`config.mk`:
```
export PLATFORM = sky130hd
export DESIGN_NAME = column_cursor_fsm
export DESIGN_NICKNAME = d
export VERILOG_FILES = /design/src/rtl/connect4_pkg.sv /design/src/rtl/col_search.sv /design/src/rtl/column_cursor_fsm.sv
export SDC_FILE = /design/constraint.sdc
export NUM_CORES = 1
export LEC_CHECK = 0
export CORE_UTILIZATION = 40
export DETAILED_ROUTE_END_ITERATION = 10
export GPL_TIMING_DRIVEN = 0
export SYNTH_ARGS = -nofsm -noshare
export SYNTH_HDL_FRONTEND = slang
export SYNTH_SLANG_ARGS = --single-unit
```
`constraint.sdc`:
```
create_clock -name clk -period 4.4 [get_ports clk]
set_input_delay 0.88 -clock clk [delete_from_list [all_inputs] [get_ports clk]]
set_output_delay 0.88 -clock clk [all_outputs]
set_load 0.01 [all_outputs]
```
`src/rtl/connect4_pkg.sv`:
```
`default_nettype none
// ============================================================================
// Module : connect4_pkg
// Brief  : Shared Connect4 types and constants (cursor states, board size).
// Rev    : 1.0
// ============================================================================
package connect4_pkg;
    localparam int NUM_COLS_DEFAULT = 7;
    localparam int NUM_ROWS         = 6;

    typedef enum logic [1:0] {
        IDLE      = 2'd0,
        HOLD_L    = 2'd1,
        HOLD_R    = 2'd2,
        DROP_WAIT = 2'd3
    } cursor_state_t;
endpackage
`default_nettype wire

```
`src/rtl/col_search.sv`:
```
`default_nettype none
// ============================================================================
// Module : col_search
// Brief  : Combinational finder for the next non-full column from a start
//          column in one direction, optionally wrapping around the board.
// Rev    : 1.0
// ============================================================================
module col_search #(
    parameter int NUM_COLS = 7,
    parameter int COL_W    = $clog2(NUM_COLS)
) (
    input  logic [COL_W-1:0]    i_start,
    input  logic                i_dir_right,
    input  logic                i_wrap,
    input  logic [NUM_COLS-1:0] i_col_full,
    output logic                o_found,
    output logic [COL_W-1:0]    o_col
);
    always_comb begin
        int cand;
        o_found = 1'b0;
        o_col   = i_start;
        cand    = 0;
        // Nearest candidate first; the start column itself is never a result
        for (int k = 1; k < NUM_COLS; k++) begin
            cand = i_dir_right ? (int'(i_start) + k) : (int'(i_start) - k);
            if (i_wrap) begin
                if (cand >= NUM_COLS) cand = cand - NUM_COLS;
                if (cand < 0)         cand = cand + NUM_COLS;
            end
            if (!o_found && (cand >= 0) && (cand < NUM_COLS)) begin
                if (!i_col_full[cand[COL_W-1:0]]) begin
                    o_found = 1'b1;
                    o_col   = cand[COL_W-1:0];
                end
            end
        end
    end
endmodule
`default_nettype wire

```
`src/rtl/column_cursor_fsm.sv`:
```
`default_nettype none
// ============================================================================
// Module : column_cursor_fsm
// Brief  : Connect4 column cursor with skip-full, re-home, auto-repeat and a
//          valid/ready drop request towards the board logic.
// Rev    : 1.0
// ============================================================================
module column_cursor_fsm
    import connect4_pkg::*;
#(
    parameter int NUM_COLS  = NUM_COLS_DEFAULT,
    parameter int COL_W     = $clog2(NUM_COLS),
    parameter bit WRAP      = 1'b0,
    parameter int RPT_DELAY = 50_000_000,
    parameter int RPT_RATE  = 10_000_000
) (
    input  logic                clk,
    input  logic                rst,
    input  logic                clr,
    input  logic                L,
    input  logic                R,
    input  logic                drop,
    input  logic [NUM_COLS-1:0] col_full,
    output logic [COL_W-1:0]    colval,
    output logic                cursor_valid,
    output logic                drop_valid,
    output logic [COL_W-1:0]    drop_col,
    input  logic                drop_ready
);
    localparam logic [31:0] c_dly_last  = 32'(RPT_DELAY - 1);
    localparam logic [31:0] c_rate_last = 32'(RPT_RATE - 1);

    cursor_state_t    r_state, w_state_nxt;
    logic [COL_W-1:0] r_col, w_col_nxt;
    logic [COL_W-1:0] r_dcol, w_dcol_nxt;
    logic [31:0]      r_cnt, w_cnt_nxt;
    logic             r_rpt, w_rpt_nxt;
    logic             r_dv, w_dv_nxt;
    logic             r_l_q, r_r_q, r_d_q;

    logic             w_l_rise, w_r_rise, w_d_rise;
    logic             w_cursor_valid, w_need_rehome, w_held, w_tick;
    logic             w_mv_right, w_mv_dir, w_mv_wrap, w_mv_found, w_rf_found;
    logic [COL_W-1:0] w_mv_col, w_rf_col;

    assign w_l_rise       = L & ~r_l_q;
    assign w_r_rise       = R & ~r_r_q;
    assign w_d_rise       = drop & ~r_d_q;
    assign w_cursor_valid = ~&col_full;
    assign w_need_rehome  = col_full[r_col];
    assign w_held         = (r_state == HOLD_L) ? (L & ~R) : (R & ~L);
    assign w_tick         = r_rpt ? (r_cnt == c_rate_last) : (r_cnt == c_dly_last);
    assign w_mv_right     = (r_state == HOLD_R) | ((r_state == IDLE) & R);

    // Moves are suppressed while re-homing, so the move finder doubles as the
    // leftward half of the re-home search.
    assign w_mv_dir  = w_need_rehome ? 1'b0 : w_mv_right;
    assign w_mv_wrap = w_need_rehome ? 1'b0 : WRAP;

    col_search #(.NUM_COLS(NUM_COLS), .COL_W(COL_W)) u_move_search (
        .i_start     (r_col),
        .i_dir_right (w_mv_dir),
        .i_wrap      (w_mv_wrap),
        .i_col_full  (col_full),
        .o_found     (w_mv_found),
        .o_col       (w_mv_col)
    );

    col_search #(.NUM_COLS(NUM_COLS), .COL_W(COL_W)) u_rehome_search (
        .i_start     (r_col),
        .i_dir_right (1'b1),
        .i_wrap      (1'b0),
        .i_col_full  (col_full),
        .o_found     (w_rf_found),
        .o_col       (w_rf_col)
    );

    always_comb begin
        w_state_nxt = r_state;
        w_col_nxt   = r_col;
        w_cnt_nxt   = r_cnt;
        w_rpt_nxt   = r_rpt;
        w_dv_nxt    = r_dv;
        w_dcol_nxt  = r_dcol;
        case (r_state)
            IDLE: begin
                if (w_need_rehome) begin
                    if (w_rf_found)      w_col_nxt = w_rf_col;
                    else if (w_mv_found) w_col_nxt = w_mv_col;
                end else if (w_l_rise && !R) begin
                    if (w_mv_found) w_col_nxt = w_mv_col;
                    w_state_nxt = HOLD_L;
                    w_cnt_nxt   = '0;
                    w_rpt_nxt   = 1'b0;
                end else if (w_r_rise && !L) begin
                    if (w_mv_found) w_col_nxt = w_mv_col;
                    w_state_nxt = HOLD_R;
                    w_cnt_nxt   = '0;
                    w_rpt_nxt   = 1'b0;
                end else if (w_d_rise && w_cursor_valid) begin
                    w_dv_nxt    = 1'b1;
                    w_dcol_nxt  = r_col;
                    w_state_nxt = DROP_WAIT;
                end
            end
            HOLD_L, HOLD_R: begin
                if (!w_held) begin
                    w_state_nxt = IDLE;
                    w_cnt_nxt   = '0;
                    w_rpt_nxt   = 1'b0;
                end else begin
                    if (w_tick) begin
                        w_cnt_nxt = '0;
                        w_rpt_nxt = 1'b1;
                    end else begin
                        w_cnt_nxt = r_cnt + 32'd1;
                    end
                    if (w_need_rehome) begin
                        if (w_rf_found)      w_col_nxt = w_rf_col;
                        else if (w_mv_found) w_col_nxt = w_mv_col;
                    end else if (w_tick && w_mv_found) begin
                        w_col_nxt = w_mv_col;
                    end
                end
            end
            DROP_WAIT: begin
                if (drop_ready) begin
                    w_dv_nxt    = 1'b0;
                    w_state_nxt = IDLE;
                end
            end
            default: begin
                w_state_nxt = IDLE;
                w_cnt_nxt   = '0;
                w_rpt_nxt   = 1'b0;
                w_dv_nxt    = 1'b0;
            end
        endcase
    end

    always_ff @(posedge clk) begin
        // Edge history always tracks the levels, so buttons held through
        // reset or a drop handshake never fire afterwards.
        r_l_q <= L;
        r_r_q <= R;
        r_d_q <= drop;
        if (rst || clr) begin
            r_state <= IDLE;
            r_col   <= '0;
            r_cnt   <= '0;
            r_rpt   <= 1'b0;
            r_dv    <= 1'b0;
            r_dcol  <= '0;
        end else begin
            r_state <= w_state_nxt;
            r_col   <= w_col_nxt;
            r_cnt   <= w_cnt_nxt;
            r_rpt   <= w_rpt_nxt;
            r_dv    <= w_dv_nxt;
            r_dcol  <= w_dcol_nxt;
        end
    end

    assign colval       = r_col;
    assign cursor_valid = w_cursor_valid;
    assign drop_valid   = r_dv;
    assign drop_col     = r_dcol;
endmodule
`default_nettype wire

```
==> images/zoom.png <==
Window x 0 to 50, y 50 to 100 um. Cells in grey, sequential cells in the stronger grey; small squares are vias.
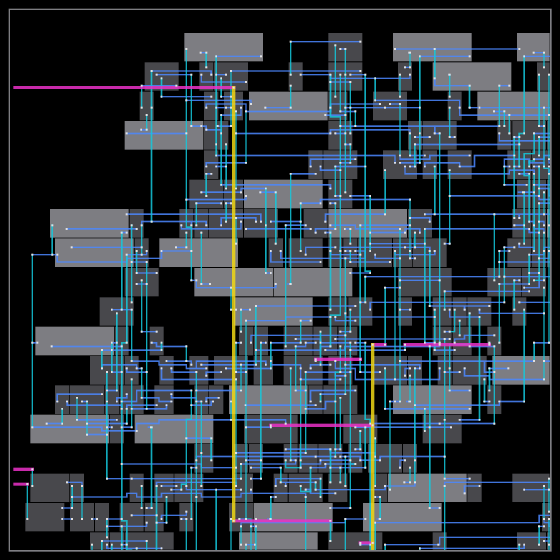
[met2] cyan
[met3] magenta
[met4] yellow
[met1] blue
cells with their middle in the window: 158
sequential cells in the window: 24
netlist names of flops here include: `r_cnt` (23), `r_rpt` (1)
most frequent: nor2_1 (33), dfxtp_1 (24), xor2_1 (17)

==> summary.txt <==
run results: Fin Clk Skew=0.0122 ns, final worst-path cycle share=94.2%, share of final layout cell area taken by non-clock buffers=7.12%, peak fanout along the critical path=10, status=finished clean, Post-Layout Inst Area=4310 um2, Min Clock Period, post-route=4.14 ns, proportion of synthesized area in mux cells=9.41%, Setup crit start kind=input port, overall fraction of global-route tracks in use=21.6%, detailed placer's ending HPWL=7.85 mm, CTS tree=built, via count of the first global-routing pass=3499, sum of buffers and inverters on the critical path=3, Post-synth area hogs=dfxtp_1 24%, nor2_1 6.3%, ha_1 6.3%, xor2_1 5.1%, nand2_1 4.4%, data required time of the worst path=4.60 ns, Power Clock=313 uW, P&R area growth vs syn=13.2%, share of cell area taken by flip-flops and latches=21.0%, maximum clock rate=241 MHz, CP cell instances=clkdlybuf4s50_1 -> mux2i_1 -> mux4_2 -> buf_4 -> nand2_2 -> inv_1 -> ha_1 -> a211oi_2 -> o211ai_1 -> and4bb_1 -> and3_4 -> o31ai_4 -> o31ai_1 -> o221a_1, number of clock buffers in the layout=6, standard cell with the maximum stage delay on the critical path=clkdlybuf4s50_1, number of logic gates=398, main logic family after synthesis=simple AND/OR/NAND/NOR gates, largest register by flop count=r_cnt, Flop+latch power=477 uW, Top cells excl fill/tap=64 x nor2_1, 45 x nand2_1, 44 x dfxtp_1, 32 x a21oi_1, 22 x xor2_1, Least-Margin Pin Slew=1.01 ns, core occupancy in the finished layout=46.6%, syn_area_per_cell=7.84 um2, Main power group=combinational cells, sequential-to-total area share from yosys stat=23.7%, CTS-repair resized insts=0, cell family contributing the most delay on the critical path=AND-OR/OR-AND gates, power consumption=3250 uW, Leak Pwr=0.00157 uW, setup total negative slack=0 ns, RD Place Congestion=0.945
==> images/pdn.png <==
Pins as bars on the die edge.
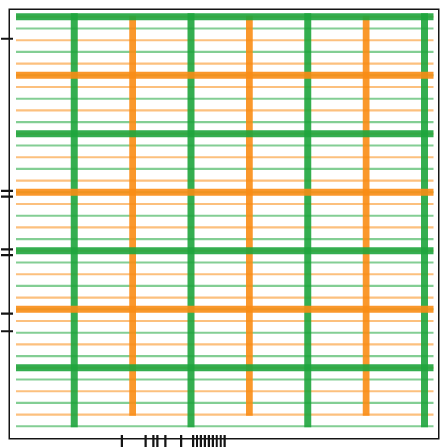
[VDD] orange
[VSS] green
met1 rails: 36
met4 straps: 7
rows: 35
met5 straps: 7
signal pins: 22
IR Drop Worst-Case VDD: 0.000329 V
die width: 99.5 um
Die Y: 99.5 um
CORE AREA: 9240 um2

-- routing by layer --
metal | vias up | GRT usage, % | wire [um]
li1 | 1829 | - | -
met1 | 1705 | 30.4 | 4880
met2 | 116 | 34.1 | 4520
met3 | 17 | 2.32 | 560
met4 | 0 | 7.69 | 189
met5 | - | 0 | 0
-- path summary, 6_finish.rpt --
check / startpoint / to / slack, ns / cells after the start
setup / recovery: col_full[5] / colval[1]$_SDFFE_PP0P_ / 0.26 / 14
hold / removal: drop_col[0]$_SDFFE_PP0P_ / drop_col[0]$_SDFFE_PP0P_ / 0.49 / 2
setup reg to reg: colval[2]$_SDFFE_PP0P_ / colval[1]$_SDFFE_PP0P_ / 0.42 / 12
hold reg to reg: drop_col[0]$_SDFFE_PP0P_ / drop_col[0]$_SDFFE_PP0P_ / 0.49 / 2
Power is estimated from default activity; no workload was simulated.
